[src/rtl/smc_rdata_lite16_if.sv]
// Bus-side signal bundle for the lite SMC read-data assembler.
// The master drives the transfer, access and data inputs. The slave (the
// assembler) returns the assembled word and its status pulses.
interface smc_rdata_lite16_if;
    logic        valid_access16;
    logic        v_write16;
    logic [1:0]  v_xfer_size16;
    logic [1:0]  v_bus_size16;
    logic [1:0]  smc_addr_lsb16;
    logic        smc_rd_strobe16;
    logic [31:0] data_smc16;
    logic [31:0] smc_rdata16;
    logic        smc_rvalid16;
    logic        smc_rbusy16;
    logic        smc_rerr16;

    modport master (
        output valid_access16, v_write16, v_xfer_size16, v_bus_size16,
               smc_addr_lsb16, smc_rd_strobe16, data_smc16,
        input  smc_rdata16, smc_rvalid16, smc_rbusy16, smc_rerr16
    );

    modport slave (
        input  valid_access16, v_write16, v_xfer_size16, v_bus_size16,
               smc_addr_lsb16, smc_rd_strobe16, data_smc16,
        output smc_rdata16, smc_rvalid16, smc_rbusy16, smc_rerr16
    );
endinterface

[src/rtl/smc_rdata_lite16.sv]
// Read-data assembler: packs 1, 2 or 4 narrow external reads into one
// 32-bit AHB word. Byte lanes are chosen by the access LSB address, so any
// access order assembles correctly. All outputs are registered.
module smc_rdata_lite16 (
    input  logic                 sys_clk16,
    input  logic                 n_sys_reset16,
    smc_rdata_lite16_if.slave    bus
);

    typedef enum logic [0:0] {
        IDLE    = 1'b0,
        COLLECT = 1'b1
    } state_t;

    // Number of external accesses that make up one transfer.
    function automatic logic [2:0] access_count(input logic [1:0] xfer_sz,
                                                input logic [1:0] bus_sz);
        logic [2:0] n;
        case ({xfer_sz, bus_sz})
            4'b10_00:          n = 3'd4;
            4'b10_01, 4'b01_00: n = 3'd2;
            default:           n = 3'd1;
        endcase
        return n;
    endfunction

    // Drop one external chunk into its byte lanes; other bytes keep their value.
    function automatic logic [31:0] merge_chunk(input logic [31:0] acc,
                                                input logic [31:0] data,
                                                input logic [1:0]  bus_sz,
                                                input logic [1:0]  lsb);
        logic [31:0] r;
        r = acc;
        case (bus_sz)
            2'b10: r = data;
            2'b01: begin
                if (lsb[1]) begin
                    r[31:16] = data[15:0];
                end else begin
                    r[15:0] = data[15:0];
                end
            end
            2'b00: begin
                case (lsb)
                    2'b00:   r[7:0]   = data[7:0];
                    2'b01:   r[15:8]  = data[7:0];
                    2'b10:   r[23:16] = data[7:0];
                    2'b11:   r[31:24] = data[7:0];
                    default: r = acc;
                endcase
            end
            default: r = acc;
        endcase
        return r;
    endfunction

    state_t      state_r;
    state_t      next_state_s;
    logic [1:0]  bus_sz_r;
    logic [2:0]  count_r;
    logic [31:0] acc_r;
    logic [31:0] rdata_r;
    logic        rvalid_r;
    logic        rbusy_r;
    logic        rerr_r;

    logic        sizes_ok_s;
    logic        start_s;
    logic        accept_s;
    logic        done_s;
    logic        err_s;
    logic [31:0] merged_s;

    assign sizes_ok_s = (bus.v_xfer_size16 != 2'b11) && (bus.v_bus_size16 != 2'b11);
    assign merged_s   = merge_chunk(acc_r, bus.data_smc16, bus_sz_r, bus.smc_addr_lsb16);

    // State register.
    always_ff @(posedge sys_clk16 or negedge n_sys_reset16) begin
        if (!n_sys_reset16) begin
            state_r <= IDLE;
        end else begin
            state_r <= next_state_s;
        end
    end

    // Next state, transfer start/accept/complete and protocol-error decode.
    always_comb begin
        next_state_s = state_r;
        start_s      = 1'b0;
        accept_s     = 1'b0;
        done_s       = 1'b0;
        err_s        = 1'b0;
        case (state_r)
            IDLE: begin
                if (bus.valid_access16 && !bus.v_write16) begin
                    if (sizes_ok_s) begin
                        start_s      = 1'b1;
                        next_state_s = COLLECT;
                    end else begin
                        err_s = 1'b1;
                    end
                end else begin
                    next_state_s = IDLE;
                end
                // Stray strobe, or strobe colliding with a new transfer.
                if (bus.smc_rd_strobe16) begin
                    err_s = 1'b1;
                end else begin
                    accept_s = 1'b0;
                end
            end
            COLLECT: begin
                if (bus.valid_access16) begin
                    // Abort; any strobe this cycle is discarded with it.
                    err_s = 1'b1;
                    if (!bus.v_write16 && sizes_ok_s) begin
                        start_s      = 1'b1;
                        next_state_s = COLLECT;
                    end else begin
                        next_state_s = IDLE;
                    end
                end else if (bus.smc_rd_strobe16) begin
                    accept_s = 1'b1;
                    if (count_r == 3'd1) begin
                        done_s       = 1'b1;
                        next_state_s = IDLE;
                    end else begin
                        next_state_s = COLLECT;
                    end
                end else begin
                    next_state_s = COLLECT;
                end
            end
            default: begin
                next_state_s = IDLE;
            end
        endcase
    end

    // Accumulator, access counter and registered outputs.
    always_ff @(posedge sys_clk16 or negedge n_sys_reset16) begin
        if (!n_sys_reset16) begin
            bus_sz_r <= 2'b00;
            count_r  <= 3'd0;
            acc_r    <= 32'd0;
            rdata_r  <= 32'd0;
            rvalid_r <= 1'b0;
            rbusy_r  <= 1'b0;
            rerr_r   <= 1'b0;
        end else begin
            if (start_s) begin
                bus_sz_r <= bus.v_bus_size16;
                count_r  <= access_count(bus.v_xfer_size16, bus.v_bus_size16);
                acc_r    <= 32'd0;
            end else if (accept_s) begin
                count_r <= count_r - 3'd1;
                acc_r   <= merged_s;
            end
            if (done_s) begin
                rdata_r <= merged_s;
            end
            rvalid_r <= done_s;
            rerr_r   <= err_s;
            rbusy_r  <= (next_state_s == COLLECT);
        end
    end

    assign bus.smc_rdata16  = rdata_r;
    assign bus.smc_rvalid16 = rvalid_r;
    assign bus.smc_rbusy16  = rbusy_r;
    assign bus.smc_rerr16   = rerr_r;

endmodule
[src/flat_wrapper.sv]
// flat-port wrapper written by rule: the top's interface ports become plain ports
module smc_rdata_lite16_flat 
  (sys_clk16, n_sys_reset16, bus_valid_access16, bus_v_write16, bus_v_xfer_size16, bus_v_bus_size16, bus_smc_addr_lsb16, bus_smc_rd_strobe16, bus_data_smc16, bus_smc_rdata16, bus_smc_rvalid16, bus_smc_rbusy16, bus_smc_rerr16);
  smc_rdata_lite16_if bus_i ();
  input  logic sys_clk16;
  input  logic n_sys_reset16;
  input wire logic [$bits(bus_i.valid_access16)-1:0] bus_valid_access16;
  input wire logic [$bits(bus_i.v_write16)-1:0] bus_v_write16;
  input wire logic [$bits(bus_i.v_xfer_size16)-1:0] bus_v_xfer_size16;
  input wire logic [$bits(bus_i.v_bus_size16)-1:0] bus_v_bus_size16;
  input wire logic [$bits(bus_i.smc_addr_lsb16)-1:0] bus_smc_addr_lsb16;
  input wire logic [$bits(bus_i.smc_rd_strobe16)-1:0] bus_smc_rd_strobe16;
  input wire logic [$bits(bus_i.data_smc16)-1:0] bus_data_smc16;
  output wire logic [$bits(bus_i.smc_rdata16)-1:0] bus_smc_rdata16;
  output wire logic [$bits(bus_i.smc_rvalid16)-1:0] bus_smc_rvalid16;
  output wire logic [$bits(bus_i.smc_rbusy16)-1:0] bus_smc_rbusy16;
  output wire logic [$bits(bus_i.smc_rerr16)-1:0] bus_smc_rerr16;
  assign bus_i.valid_access16 = bus_valid_access16;
  assign bus_i.v_write16 = bus_v_write16;
  assign bus_i.v_xfer_size16 = bus_v_xfer_size16;
  assign bus_i.v_bus_size16 = bus_v_bus_size16;
  assign bus_i.smc_addr_lsb16 = bus_smc_addr_lsb16;
  assign bus_i.smc_rd_strobe16 = bus_smc_rd_strobe16;
  assign bus_i.data_smc16 = bus_data_smc16;
  assign bus_smc_rdata16 = bus_i.smc_rdata16;
  assign bus_smc_rvalid16 = bus_i.smc_rvalid16;
  assign bus_smc_rbusy16 = bus_i.smc_rbusy16;
  assign bus_smc_rerr16 = bus_i.smc_rerr16;
  smc_rdata_lite16 u_core (.sys_clk16(sys_clk16), .n_sys_reset16(n_sys_reset16), .bus(bus_i));
endmodule
[config.mk]
export PLATFORM = sky130hd
export DESIGN_NAME = smc_rdata_lite16_flat
export DESIGN_NICKNAME = d
export VERILOG_FILES = /design/src/rtl/smc_rdata_lite16_if.sv /design/src/rtl/smc_rdata_lite16.sv /design/src/flat_wrapper.sv
export SDC_FILE = /design/constraint.sdc
export NUM_CORES = 1
export LEC_CHECK = 0
export CAP_MARGIN = 40
export CORE_ASPECT_RATIO = 1.5
export CORE_MARGIN = 4
export CORE_UTILIZATION = 35
export DETAILED_ROUTE_END_ITERATION = 6
export GPL_TIMING_DRIVEN = 0
export SETUP_SLACK_MARGIN = 0.1
export SYNTH_ARGS = -nofsm -noshare
export SYNTH_HDL_FRONTEND = slang
export SYNTH_SLANG_ARGS = --single-unit
[constraint.sdc]
create_clock -name sys_clk16 -period 2.2 [get_ports sys_clk16]
set_clock_uncertainty 0.05 [all_clocks]
set_input_delay 0.44 -clock sys_clk16 [delete_from_list [all_inputs] [get_ports sys_clk16]]
set_output_delay 0.44 -clock sys_clk16 [all_outputs]
set_load 0.01 [all_outputs]
**Run 1: placed cells, one colour a class**

The bar under the picture is 20 um long.
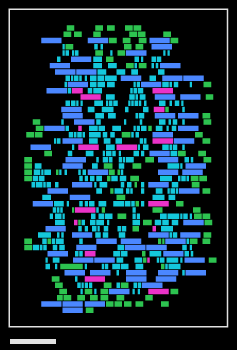
blue -> flip-flops  # cells 72, share of their area 36%
green -> other buffers and delay cells  # cells 106, share of their area 20%
cyan -> all other logic  # cells 292, share of their area 38%
magenta -> clock drivers and dummy loads  # cells 16, share of their area 5.7%

**Run 1: gate-type map**

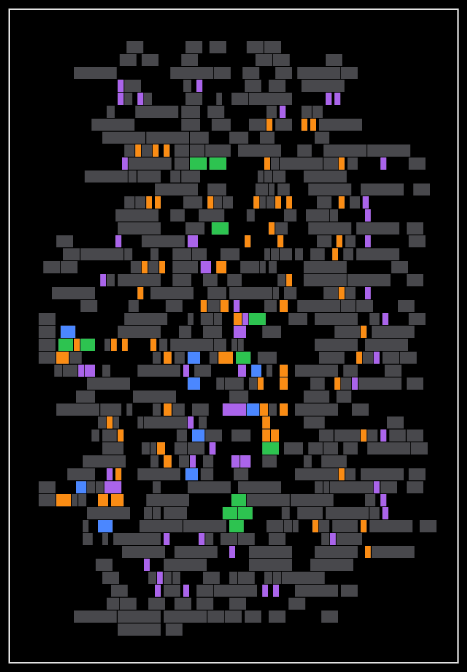
green -> AND-OR and OR-AND gates  # cells 12, most used a22o_1
orange -> NAND gates  # cells 62, most used nand2_1
purple -> NOR gates  # cells 49, most used nor2_1
blue -> AND and OR gates  # cells 9, most used or3_2

==> results.py, run 1 <==
# Metrics from the implementation run
metrics = {
    "setup_path": {
        "arrival_ns": 2.16,
        "crit_buf_inv": 2,
        "required_ns": 2.35,
        "crit_family": "buffers and inverters",
    },
    "synthesis": {
        "postSynthSeqShare": 0.4641,
        "ys_sh_mux": 0.06671,
        "synth.largest_area_cell": "dfrtp_1",
        "yosys_cells": 392,
        "yosysWarnings": 0,
        "async_flop_share": 1.000,
        "synthSimpleGateAreaFrac": 0.1421,
        "synth_top_area_share": 0.4641,
        "logic_family": "AND-OR/OR-AND gates",
        "syn_nets": 437,
    },
    "global_routing": {
        "grt_max_degree": 56,
    },
    "place": {
        "gp_congestion": 0.8792,
    },
    "sta": {
        "finalHoldViolCount": 0,
        "finalCriticalPeriod_ns": 2.013,
    },
    "clock_network": {
        "clock_latency_ns": 0.34,
        "clockBufferDepth": 2,
        "cts_hold_buf": 1,
        "cts_sinks": 72,
        "cts_tree": "built",
        "cts_root_buf": "clkbuf_16",
        "clk_pin_slew_ns": 0.06,
    },
    "job": {
        "warnings": 27,
    },
    "detailed_routing": {
        "met2_length_um": 6016,
        "maxUsedRoutingLayer": "met4",
    },
    "pwr": {
        "vdd_drop_max_uv": 461.9,
    },
    "hold_path": {
        "min_path_cells": 1,
    },
    "run_status": {
        "status": "completed",
    },
}
**Run 1: sequential cells grouped by signal name**

The bar under the picture is 20 um long. Other sequential cells in the stronger grey, the rest of the logic in the fainter grey.
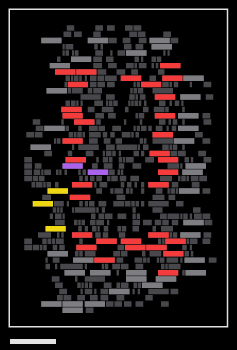
yellow -> u_core.count_r  # placed flops 3
purple -> u_core.bus_sz_r  # placed flops 2
red -> u_core.acc_r  # placed flops 32
not coloured = 35
fraction of area in registers: 0.3493
Register Area: 0.001802 mm2
Core Util, Final: 0.4819

## run 1: kinds of logic after synthesis
| kind of cell | Yosys count |
|---|---|
| compound gates | 131 |
| simple gates | 120 |
| flops | 72 |
| buf+inv | 42 |
| mux | 24 |
| fa+ha+maj | 2 |
| xor+xnor | 1 |
## run 1: cells in the final DEF (no fill, tap or decap), types with 3 or more instances in the layout
cell type and n:
a21oi_1 20, a221oi_1 5, a221oi_2 3, a22o_1 5, a22oi_1 9, a2bb2o_1 3, a2bb2oi_1 8, a31oi_1 20
buf_2 10, buf_6 8, clkbuf_1 7, clkbuf_16 9, clkbuf_8 3, clkdlybuf4s50_1 75, clkinv_2 3, dfrtp_1 72
inv_1 14, mux2_2 15, mux2i_1 9, nand2_1 42, nand3_1 14, nor2_1 40, o21ai_0 16, o21bai_1 5
o22ai_1 10, o2bb2ai_1 11, o2bb2ai_2 8, or3_2 4
## run 1: worst register-to-register path: cells and delay by family, from the launching register on
family                 cells  cell delay (ns)
DFF                        1             0.47
AOI/OAI and AO/OA          3             0.79
and+or+nand+nor            1             0.08
buffers and inverters      2             0.34
## run 1: metrics by stage
step	power (mW)	util	TNS [ns]	setup slack (ns)	instance area, um2
6_report	5.226	0.4819	0	0.1866	5159
5_1_grt	5.531	0.4819	0	0.1144	5159
4_1_cts	5.279	0.4807	0	0.1064	5146
3_5_place_dp	3.873	0.4529	-11.68	-0.3817	4848
3_3_place_gp	3.832	0.4506	-144.74	-1.874	4823
2_1_floorplan	2.922	-	0	0.4976	3882
## run 1: registers in the layout (all words and copies together), names as in the netlist
| signal | count |
|---|---|
| u_core.acc_r | 32 |
| u_core.bus.smc_rdata16 | 32 |
| u_core.bus.smc_rerr16 | 1 |
| u_core.bus.smc_rvalid16 | 1 |
| u_core.bus_sz_r | 2 |
| u_core.count_r | 3 |
| u_core.state_r | 1 |
## run 1: layout make-up
class                           count  share of cell area
Sequential cell                    72              0.3493
Buffer                             28             0.03808
Inverter                           14             0.01019
Clock buffer                       13             0.05239
Clock inverter                      3            0.002911
Tap cell                          144             0.03493
Multi-Input combinational cell    278              0.3580
Timing Repair Buffer               78              0.1543
## run 1: per-layer routing
metal  global-route usage  up-vias
met4              0.07309        0
met3              0.03190       12
met5                    0        -
li1                     -     1615
met2               0.3260       70
met1               0.2120     1558
## run 1: power breakdown
group	total, mW	leakage (nW)	switching [mW]	internal (mW)
combinational	1.90	1.09	0.873	1.03
clock	1.40	0.145	0.546	0.850
sequential	1.93	0.931	0.225	1.70
total	5.23	2.17	1.64	3.58
## run 1: worst max-delay path by stage
stage                           from  cells after the start  slack [ns]                    endpoint
2_1_floorplan  bus_smc_addr_lsb16[0]                      8        0.50            u_core.acc_r[16]
3_3_place_gp           n_sys_reset16                      1       -1.87  u_core.bus.smc_rdata16[10]
3_5_place_dp      bus_valid_access16                      6       -0.38   u_core.bus.smc_rdata16[9]
4_1_cts           bus_valid_access16                      6        0.11   u_core.bus.smc_rdata16[2]
5_1_grt           bus_valid_access16                      4        0.11            u_core.acc_r[30]
6_report       bus_smc_addr_lsb16[1]                      5        0.19             u_core.acc_r[7]
**Run 1: routed clock nets over the placement**

The bar under the picture is 20 um long.
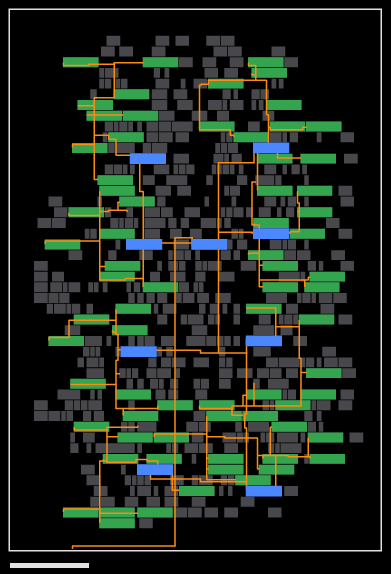

--- run 2 (diff from run 1) ---
--- a/config.mk
+++ b/config.mk
@@ -6,11 +6,14 @@
 export NUM_CORES = 1
 export LEC_CHECK = 0
 export CAP_MARGIN = 40
+export CELL_PAD_IN_SITES_DETAIL_PLACEMENT = 0
+export CELL_PAD_IN_SITES_GLOBAL_PLACEMENT = 1
 export CORE_ASPECT_RATIO = 1.5
 export CORE_MARGIN = 4
-export CORE_UTILIZATION = 35
+export CORE_UTILIZATION = 43
 export DETAILED_ROUTE_END_ITERATION = 6
 export GPL_TIMING_DRIVEN = 0
+export PLACE_DENSITY_LB_ADDON = 0.1
 export SETUP_SLACK_MARGIN = 0.1
 export SYNTH_ARGS = -nofsm -noshare
 export SYNTH_HDL_FRONTEND = slang
==> constraint.sdc (replaced) <==
create_clock -name sys_clk16 -period 2.4 [get_ports sys_clk16]
set_clock_uncertainty 0.05 [all_clocks]
set_input_delay 0.48 -clock sys_clk16 [delete_from_list [all_inputs] [get_ports sys_clk16]]
set_output_delay 0.48 -clock sys_clk16 [all_outputs]
set_load 0.01 [all_outputs]
**Run 2: routed clock nets over the placement**

The bar under the picture is 20 um long.
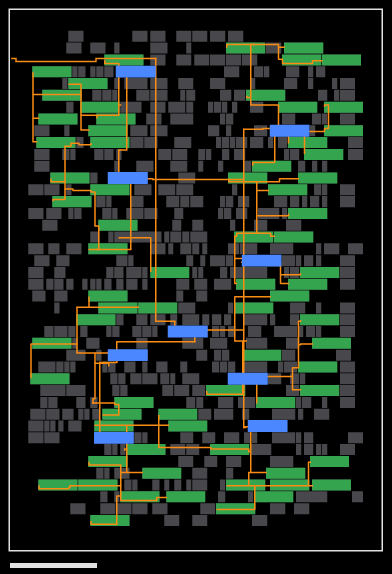
orange -> clock wires  # length 1010 um
blue -> cells driving clock nets  # count 9
green -> flip-flops  # count 72
routed clock nets = 10
flops lie = all over the die
Clk. pwr: 1.41 mW
Insertion Delay late pin: 0.33 ns
Clk pwr share: 0.287

**Run 2: placed cells, one colour a class**

The bar under the picture is 20 um long.
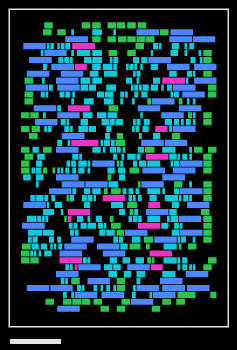
magenta -> clock drivers and dummy loads  # cells 16, share of their area 6.4%
green -> other buffers and delay cells  # cells 105, share of their area 20%
blue -> flip-flops  # cells 72, share of their area 36%
cyan -> all other logic  # cells 292, share of their area 38%
Core Util, Final: 0.5799
design area: 0.005120 mm2
Row Count: 42

==> run 2 against run 1 <==
Sequential share of layout area rose by 0.26 points; via count increased by 2.1%; design area fell by 0.75%; combinational power fell by 9%; power fell by 6.1%; global-route usage increased by 3.2 points; register-to-register slack improved by 0.05 ns; clock power about the same; critical path type unchanged.
==> results.py, run 2 <==
# Metrics from the implementation run
metrics = {
    "run_status": {
        "status": "completed",
    },
    "setup_path": {
        "reg2reg_to": "u_core.bus.smc_rdata16[4]",
        "arrival_ns": 2.34,
        "critPathMaxFanout": 7,
        "required_ns": 2.54,
        "reg2reg_depth": 7,
        "r2r_slack_ns": 0.39,
    },
    "pwr": {
        "p_leak_nw": 2.163,
        "vdd_drop_max_uv": 568.0,
    },
    "synthesis": {
        "yosysWarnings": 0,
        "yosys_cells": 392,
        "async_flop_share": 1.000,
        "syn_nets": 437,
        "postSynthSeqShare": 0.4641,
        "synth_flops": 72,
        "synth.largest_area_cell": "dfrtp_1",
        "synth_top_area_share": 0.4641,
    },
    "global_routing": {
        "grt_max_degree": 44,
        "use_met3": 0.03574,
        "grt.busiest_layer": "met2",
        "met2_usage": 0.3599,
        "grtUsageMet1": 0.2626,
    },
    "clock_network": {
        "cts_hold_buf": 0,
        "clockBufferDepth": 2,
        "clk_pin_slew_ns": 0.06,
        "cts_sinks": 72,
        "cts_tree": "built",
        "cts_root_buf": "clkbuf_16",
    },
    "place": {
        "gp_congestion": 0.8341,
        "place_area_mm2": 0.004798,
    },
    "cells_and_area": {
        "syn_to_final_growth_pct": 31.87,
        "mostFrequentLayoutCells": "clkdlybuf4s50_1, dfrtp_1, nand2_1, nor2_1",
        "final_cells": 595,
        "lay_top_count": "clkdlybuf4s50_1",
    },
    "sta": {
        "finalHoldViolCount": 0,
        "finalCriticalPeriod_ns": 2.193,
        "tightest_slew_ns": 0.5728,
        "fin_tns_setup_ns": 0,
    },
    "detailed_routing": {
        "avgRoutedWirePerCell_um": 18.21,
    },
    "job": {
        "warnings": 27,
    },
    "floorplanning": {
        "initCoreUtil": 0.4398,
    },
}
-- run 2: area by class of cell --
type                       count  area [um2]
multi-input combinational    278        1836
sequential                    72        1802
fill                         794        3709
tap                          110       137.6
clock buffer                  14       284.0
inverter                      14       52.55
buffer                        28       195.2
timing repair buffer          77       778.2
clock inverter                 2       35.03
-- run 2: power breakdown --
part           internal, mW  switching [mW]
sequential             1.56           0.204
combinational         0.938           0.794
clock                 0.917           0.490
total                  3.42            1.49
-- run 2: metrics by stage --
step                        util  setup WS [ns]  power, mW
after floorplan                -         0.6576      2.679
after global placement    0.5415         -1.668      3.496
after detailed placement  0.5435        -0.1845      3.533
after CTS                 0.5796         0.1663      4.958
after global routing      0.5799         0.1138      5.200
final                     0.5799         0.2070      4.904
-- run 2: worst max-delay path by stage --
stage | startpoint | endpoint | slack (ns) | cells after the start
2_1_floorplan | bus_smc_addr_lsb16[0] | u_core.acc_r[16] | 0.66 | 8
3_3_place_gp | n_sys_reset16 | u_core.bus.smc_rdata16[26] | -1.67 | 1
3_5_place_dp | bus_valid_access16 | u_core.bus.smc_rdata16[11] | -0.18 | 6
4_1_cts | bus_valid_access16 | u_core.bus.smc_rdata16[11] | 0.17 | 6
5_1_grt | bus_valid_access16 | u_core.bus.smc_rdata16[6] | 0.11 | 6
6_report | bus_smc_addr_lsb16[1] | u_core.bus.smc_rdata16[31] | 0.21 | 5
-- run 2: routing by layer --
metal,part of all wire,wire length [um]
met5,0,0
met2,0.51,5533
met4,0.030,330
met1,0.42,4554
met3,0.039,418
-- run 2: worst max-delay path, delay by kind of cell --
family | cells | cell delay [ns]
AND/OR/NAND/NOR | 1 | 0.20
multiplexers | 1 | 0.31
buffers and inverters | 1 | 0.68
AND-OR/OR-AND | 2 | 0.65
-- run 2: kinds of logic (layout without fill, tap and decap cells) --
kind of cell | after synthesis | after routing | share of synthesized area
AOI/OAI and AO/OA | 131 | 131 | 0.2552
and+or+nand+nor | 120 | 120 | 0.1421
DFF | 72 | 72 | 0.4641
buffers and inverters | 42 | 135 | 0.06317
muxes | 24 | 24 | 0.06671
adders and majority gates | 2 | 2 | 0.006444
xor gates and xnor gates | 1 | 1 | 0.002256
Power and IR drop assume default switching activity.
